==> src/rtl/add_tc_pipe.sv <==
// add_tc_pipe: pipelined two's-complement adder/subtractor with valid/ready
// flow control. Each of the STAGES stages resolves one CHUNK = WIDTH/STAGES
// slice of the carry chain; the last stage also produces the sign bit.
//
// Ports:
//   clk, rst_n              clock, asynchronous active-low reset
//   in_valid / in_ready     operand beat handshake (in_ready is combinational)
//   a, b                    signed WIDTH-bit operands
//   sub                     0: a+b, 1: a-b, captured with the beat
//   out_valid / out_ready   result beat handshake
//   sum                     exact signed WIDTH+1-bit result
//   ovf                     result does not fit in WIDTH signed bits
//
// Optional feature: define ADD_TC_PIPE_OVF_EN to add the ovf port and logic.
module add_tc_pipe #(
  parameter int unsigned WIDTH  = 32,
  parameter int unsigned STAGES = 4
) (
  input  logic             clk,
  input  logic             rst_n,
  input  logic             in_valid,
  output logic             in_ready,
  input  logic [WIDTH-1:0] a,
  input  logic [WIDTH-1:0] b,
  input  logic             sub,
  output logic             out_valid,
  input  logic             out_ready,
  output logic [WIDTH:0]   sum
`ifdef ADD_TC_PIPE_OVF_EN
  ,
  output logic             ovf
`endif
);

  localparam int unsigned CHUNK = WIDTH / STAGES;

  // Per-stage registers: valid, operands (b already conditionally inverted),
  // partially resolved sum and the carry out of the resolved chunk.
  logic [STAGES-1:0]            v_q;
  logic [STAGES-1:0][WIDTH-1:0] a_q;
  logic [STAGES-1:0][WIDTH-1:0] b_q;
  logic [STAGES-1:0][WIDTH:0]   s_q;
  logic [STAGES-1:0]            c_q;

  logic [STAGES-1:0]            v_d;
  logic [STAGES-1:0][WIDTH:0]   s_d;
  logic [STAGES-1:0]            c_d;
  logic [STAGES-1:0]            load;
  logic [STAGES-1:0]            en;

  // Stage inputs: index 0 is the operand port, index k+1 is stage k's register.
  logic [STAGES:0][WIDTH-1:0]   src_a;
  logic [STAGES:0][WIDTH-1:0]   src_b;
  logic [STAGES:0][WIDTH:0]     src_s;
  logic [STAGES:0]              src_c;
  logic [STAGES:0]              src_v;

  logic                         acc;
  logic [CHUNK:0]               part;

  // Ready chain, evaluated from the output backwards so bubbles collapse.
  always_comb begin : p_ready
    load = '0;
    acc  = out_ready;
    for (int k = int'(STAGES) - 1; k >= 0; k--) begin
      load[k] = !v_q[k] || acc;
      acc     = load[k];
    end
  end

  // Chunk adders: stage k adds its slice using the carry from stage k-1.
  always_comb begin : p_datapath
    src_a    = '0;
    src_b    = '0;
    src_s    = '0;
    src_c    = '0;
    src_v    = '0;
    s_d      = '0;
    c_d      = '0;
    v_d      = v_q;
    en       = '0;
    part     = '0;

    // Subtraction is a + ~b + 1; the +1 rides in as the stage-0 carry.
    src_a[0] = a;
    src_b[0] = sub ? ~b : b;
    src_c[0] = sub;
    src_v[0] = in_valid;
    for (int k = 0; k < int'(STAGES); k++) begin
      src_a[k+1] = a_q[k];
      src_b[k+1] = b_q[k];
      src_s[k+1] = s_q[k];
      src_c[k+1] = c_q[k];
      src_v[k+1] = v_q[k];
    end

    for (int k = 0; k < int'(STAGES); k++) begin
      part = {1'b0, src_a[k][k*CHUNK +: CHUNK]}
           + {1'b0, src_b[k][k*CHUNK +: CHUNK]}
           + (CHUNK+1)'(src_c[k]);
      s_d[k] = src_s[k];
      s_d[k][k*CHUNK +: CHUNK] = part[CHUNK-1:0];
      c_d[k] = part[CHUNK];
      // Sign bit of the sign-extended sum: both extension bits plus final carry.
      if (k == int'(STAGES) - 1) begin
        s_d[k][WIDTH] = src_a[k][WIDTH-1] ^ src_b[k][WIDTH-1] ^ part[CHUNK];
      end
      en[k]  = load[k] && src_v[k];
      v_d[k] = load[k] ? src_v[k] : v_q[k];
    end
  end

  always_ff @(posedge clk or negedge rst_n) begin : p_regs
    if (!rst_n) begin
      v_q <= '0;
      a_q <= '0;
      b_q <= '0;
      s_q <= '0;
      c_q <= '0;
    end else begin
      v_q <= v_d;
      for (int k = 0; k < int'(STAGES); k++) begin
        if (en[k]) begin
          a_q[k] <= src_a[k];
          b_q[k] <= src_b[k];
          s_q[k] <= s_d[k];
          c_q[k] <= c_d[k];
        end
      end
    end
  end

  assign in_ready  = load[0];
  assign out_valid = v_q[STAGES-1];
  assign sum       = s_q[STAGES-1];

`ifdef ADD_TC_PIPE_OVF_EN
  logic ovf_q;
  logic ovf_d;

  // Overflow: the exact sign bit disagrees with the WIDTH-bit sign bit.
  always_comb begin : p_ovf
    ovf_d = s_d[STAGES-1][WIDTH] ^ s_d[STAGES-1][WIDTH-1];
  end

  always_ff @(posedge clk or negedge rst_n) begin : p_ovf_reg
    if (!rst_n) begin
      ovf_q <= 1'b0;
    end else if (en[STAGES-1]) begin
      ovf_q <= ovf_d;
    end
  end

  assign ovf = ovf_q;
`endif

endmodule

==> config.mk <==
export PLATFORM = sky130hd
export DESIGN_NAME = add_tc_pipe
export DESIGN_NICKNAME = d
export VERILOG_FILES = /design/src/rtl/add_tc_pipe.sv
export SDC_FILE = /design/constraint.sdc
export NUM_CORES = 1
export LEC_CHECK = 0
export ABC_AREA = 1
export CELL_PAD_IN_SITES_DETAIL_PLACEMENT = 1
export CELL_PAD_IN_SITES_GLOBAL_PLACEMENT = 1
export CORE_MARGIN = 4
export CORE_UTILIZATION = 45
export DETAILED_ROUTE_END_ITERATION = 10
export GPL_TIMING_DRIVEN = 0
export PLACE_DENSITY_LB_ADDON = 0.25
export SYNTH_ARGS = -nofsm -noshare
export SYNTH_HDL_FRONTEND = slang
export SYNTH_SLANG_ARGS = --single-unit
export TNS_END_PERCENT = 1
==> constraint.sdc <==
create_clock -name clk -period 3.9 [get_ports clk]
set_input_delay 0.78 -clock clk [delete_from_list [all_inputs] [get_ports clk]]
set_output_delay 0.78 -clock clk [all_outputs]
set_load 0.01 [all_outputs]
==> impl_metrics.py <==
# Generated from Yosys and OpenROAD reports
metrics = {
    "outcome": {
        "status": "finished, final reports clean",
    },
    "cells_and_area": {
        "syn_to_final_growth_pct": 22.8,
        "fin_area_sq_um": 10500,
        "inverters": 70,
        "final_util_pct": 56.1,
        "logic_area_sq_um": 3410,
        "drive_gt1_share_pct": 6.00,
        "signal_buffer_area_fraction_pct": 12.3,
        "lay_top_count": "nand2_1",
        "instances_no_fill": 1351,
    },
    "place": {
        "placed_cell_area_sq_um": 9860,
    },
    "grt": {
        "grt_pass1_wl_microns": 36000,
        "grt_usage_pct": 21.0,
        "grt_overflow": 0,
    },
    "power_and_ir_drop": {
        "ir_worst_vdd_mv": 0.377,
        "power.internal_mw": 4.50,
        "p_leak_nw": 5.31,
        "power-top-group": "sequential cells",
    },
    "sta": {
        "fin_crit_ns": 3.12,
        "rsz0062_at_grt": "no",
        "tightest_slew_ns": 0.604,
        "max_freq_mhz": 320,
        "setup_tns_ns": 0,
        "setup_ws_ns": 0.779,
        "report.final.slew_viol_count": 0,
        "setup_viol": 0,
    },
    "detailed_routing": {
        "post_drt_wl_per_cell_microns": 15.7,
        "met3_length_microns": 672,
        "drc": 0,
        "vias": 6609,
        "viasPerCell": 4.89,
        "wl_microns": 21100,
    },
    "setup_path": {
        "rr_startpoint": "c_q[2]$_DFFE_PN0P_",
        "endpoint": "in_ready",
        "crit_start": "out_ready",
        "r2r_end": "sum[30]$_DFFE_PN0P_",
        "critPathTopFamily": "buffers and inverters",
        "worstSetupPathDepth": 6,
        "reg2reg_setup_slack_ns": 1.81,
    },
    "clock_tree": {
        "htreeDepth": 4,
        "cts.path.max_buffers": 2,
    },
    "synthesis": {
        "yosysTopAreaCell": "dfrtp_1",
        "synthDistinctLibCells": 26,
        "synthFlopType": "dfrtp_1",
        "yosysSeqAreaShare_pct": 54.1,
        "async_reset_ff_share_pct": 100,
        "compound_area_share_pct": 6.63,
        "synth.most_common_cell": "nand2_1",
        "yosysTopAreaCellShare_pct": 54.1,
    },
    "floorplan": {
        "dieArea_sq_um": 21200,
        "io_pins": 104,
        "chipWidth_microns": 146,
    },
    "job": {
        "drv_cap": 0,
    },
}
Routed metal, one color a layer:
Scale bar: 50 microns.
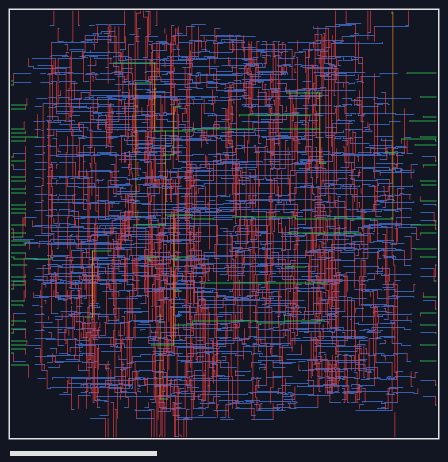
metal 1: marked blue, wire length 9770 microns. metal 2: marked red, wire length 10400 microns. metal 3: marked green, wire length 673 microns. metal 4: marked orange, wire length 306 microns.

Cells by drive strength:
Scale bar: 50 microns.
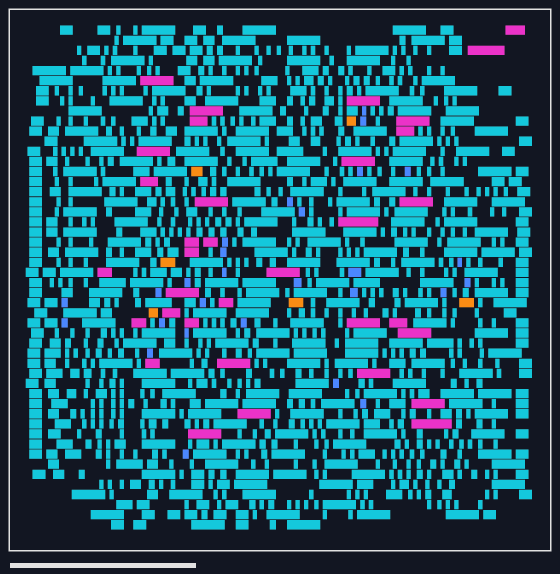
_0 and _1 cells: marked cyan, cells 1050, share 94%. _6 and larger: marked magenta, cells 34, share 3.0%. _2 cells: marked blue, cells 27, share 2.4%. _3 and _4 cells: marked orange, cells 6, share 0.54%.

Register map, names as in the netlist:
Scale bar: 50 microns.
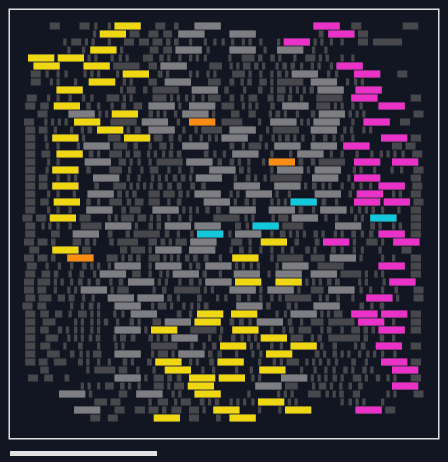
`c_q`: marked orange, flops 3. `v_q`: marked cyan, flops 4. `a_q`: marked yellow, flops 48. `sum`: marked magenta, flops 33, where a vertical strip on the right.
Another 96 sequential cells are not colored.

Nets reached from selected ports:
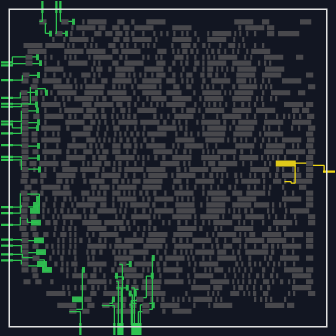
`out_valid`: marked yellow, bits 1, direction output, edge right, end cells 1, buffers 1, wire 27.2 microns. `a`: marked green, bits 32, direction input, edge 19 left, 10 bottom, 3 top, end cells 34, buffers 32, wire 536 microns.

Clock routing:
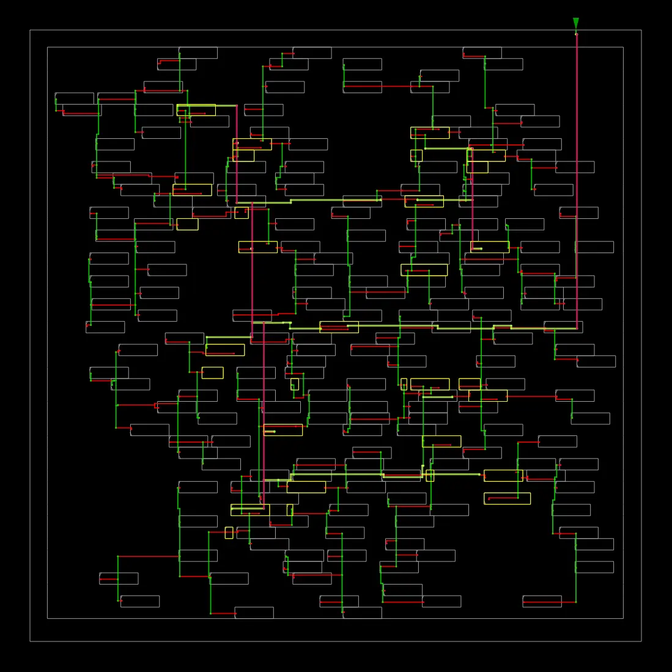
CTS Sinks: 184
Worst-Skew Late Latency: 0.43 ns
Seq cells: 184
CTS Buf Count: 17
Setup Skew: 0.00837 ns

Power and IR drop assume default switching activity.
